gates.png
(8 px per µm)
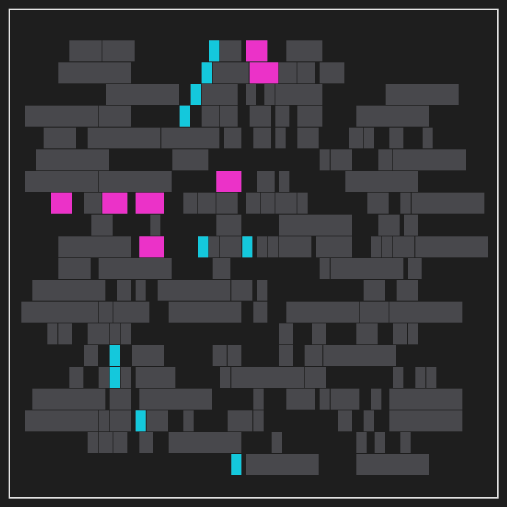
sizing.png
(8 px per µm)
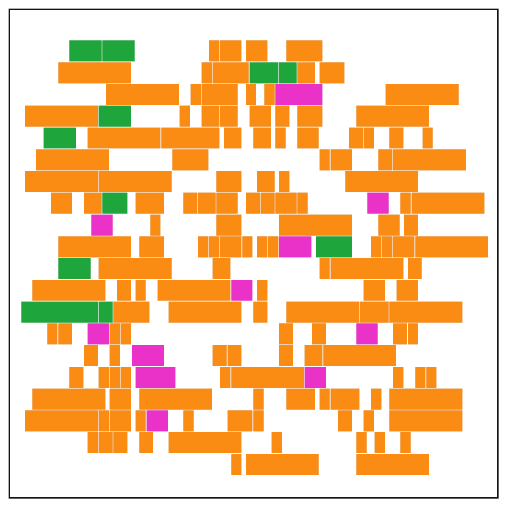
congestion_map.png
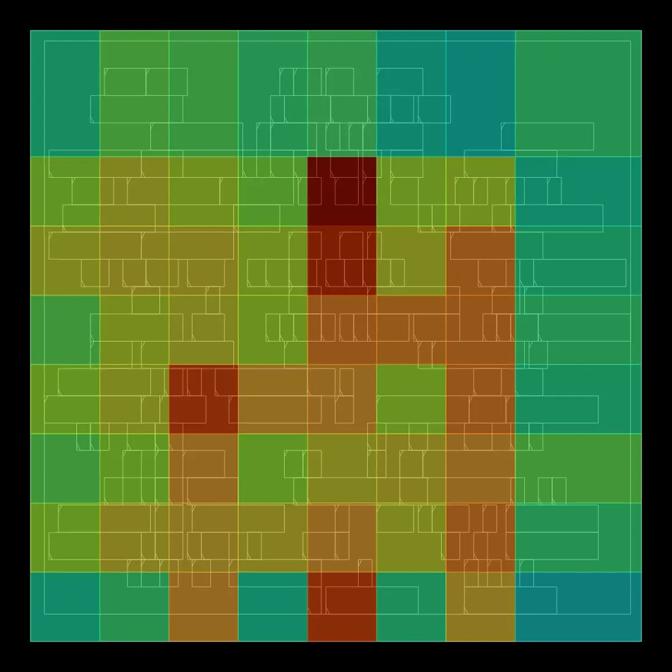
m3.png
(4 px per µm)
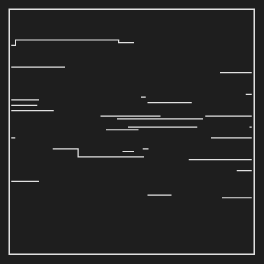
Design seq_divider_ctrl, sky130hd; sources not shown.
==> metrics.yaml <==
status: "finished, final reports clean"
die_y_um: 60.9
aoi_share: 0.170
numPortBuffers: 0
final-hold-violation-count: 0
r2r_setup_slack_ps: 440
finalCriticalPeriod_ps: 1860
maxSlewViolCount: 0
stdcell_count: 215
ioPinCount: 28
cts_tree: "yes"
cap_violations: 0
cts_buffer_depth: 2
root_buffer: "clkbuf_4"
cp_data_required_time_ps: 2530
cp_cell_sequence: "ha_1 > o21a_1 > a21boi_1 > o21ai_0 > a32o_1"
dpl.cell_count: 209
vias_per_cell: 5.52
hp-class: "in -> async"
grt_start_max_net_pins: 18
syn_avg_cell_area_um2: 10.0
worst_path_max_delay_cell: "dfrtp_1"
largest_reg_flops: 5
tool_warnings: 25
dieWidth_um: 60.9
path_max_fanout: 5
dieArea_um2: 3710
timing.fmax_mhz: 537
drive_gt1_frac: 0.130
netlist_area_um2: 1660
postSynthSeqShare: 0.497
yosysUniqueCellTypes: 48
ys_sh_adder: 0.0496
rsz0062_at_grt: "false"
fin_setup_tns_ps: 0
dp_hpwl_um: 2490
path_buffers: 0
worst_setup_path_start_kind: "flip-flop"
flop_cell: "dfrtp_1"
grt_pass1_vias: 1186
syn_inst: 166
fillers: 322
final_nets: 189
htree_levels: 2
cp.depth: 5
final-comb-area_um2: 759
initialDrtViolationCount: 57
top_logic_kind: "simple AND/OR/NAND/NOR gates"
firstDrtPassIters: 4
setup_violations: 0
p_leak_nw: 0.776
drc: 0
edf_count: 0
vdd.ir_drop.worst_mv: 0.698
ys_area_um2: 1660
ys_warn_count: 0
fin_skew_ps: 11.1
-- gates.png (at the start) --
non-inverting ao/oa cells -> magenta  # cells 7
inv cells -> cyan  # cells 10, most used inv_1
logic share of the area: 0.435
Top cell excl fill/tap: dfrtp_1

-- sizing.png (at the start) --
x3 and x4 -> magenta  # cells 11, share 6.5%
x2 -> green  # cells 11, share 6.5%
x1 and smaller -> orange  # cells 147, share 87%
setup ws final: 437 ps
Non-CTS buffers: 4

-- congestion_map.png (at the start) --
GRT Util Overall: 0.216
DR WL/cell: 15.7 µm
GR Util met2: 0.336
most used routing layer in global routing: met2
met3 Use GR: 0.0725

-- m3.png (at the start) --
nets with wire on the layer = 21
longest straight run = 25.8 µm
via count: 1187
Routed WL: 3390 µm

-- per-stage QoR --
| step | hold slack, ps | power (mW) | instance area, µm² | worst slack [ps] | util |
|---|---|---|---|---|---|
| global route | 165 | 3.11 | 1750 | 350 | 0.523 |
| floorplan | 466 | 2.21 | 1620 | 579 | - |
| detailed placement | 485 | 2.59 | 1710 | 464 | 0.513 |
| global placement | 462 | 2.55 | 1710 | 504 | 0.513 |
| CTS | 111 | 2.88 | 1750 | 449 | 0.526 |
| finish | 100 | 2.86 | 1750 | 437 | 0.523 |
-- power breakdown --
part,switching (mW),total (mW),internal (mW)
combinational,0.803,1.41,0.609
sequential,0.300,1.15,0.855
clock,0.183,0.289,0.106
total,1.29,2.86,1.57
-- cell type report --
cell class | instances | area share
Sequential cell | 33 | 0.473
Multi-Input combinational cell | 116 | 0.435
Tap cell | 46 | 0.0330
Clock buffer | 5 | 0.0215
Inverter | 10 | 0.0215
Timing Repair Buffer | 4 | 0.0129
Clock inverter | 1 | 0.00287
-- cell usage in the layout, fill, tap and decap left out, drive strengths merged, types with 3 or more instances in the layout --
cell | synthesis | routed
o31ai | 5 | 5
o21ai | 12 | 12
nor2 | 10 | 10
ha | 5 | 5
a21oi | 10 | 10
clkbuf | 2 | 7
mux2i | 3 | 3
dfrtp | 32 | 32
inv | 10 | 10
mux2 | 5 | 5
nand2 | 29 | 29
-- cell usage after synthesis, types with 3 or more instances --
cell / n
inv_1: 10
mux2_2: 5
o21ai_0: 12
nand2_1: 29
ha_1: 5
nor2_1: 9
o31ai_1: 5
mux2i_1: 3
dfrtp_1: 32
a21oi_1: 10
buf_2: 4
-- per-layer routing --
metal  wire, µm  GRT usage
met1       1530      0.278
met2       1560      0.336
met3        238     0.0725
met4         50     0.0877
met5          0          0
No activity file was given, so power comes from the tool's default toggle rates.
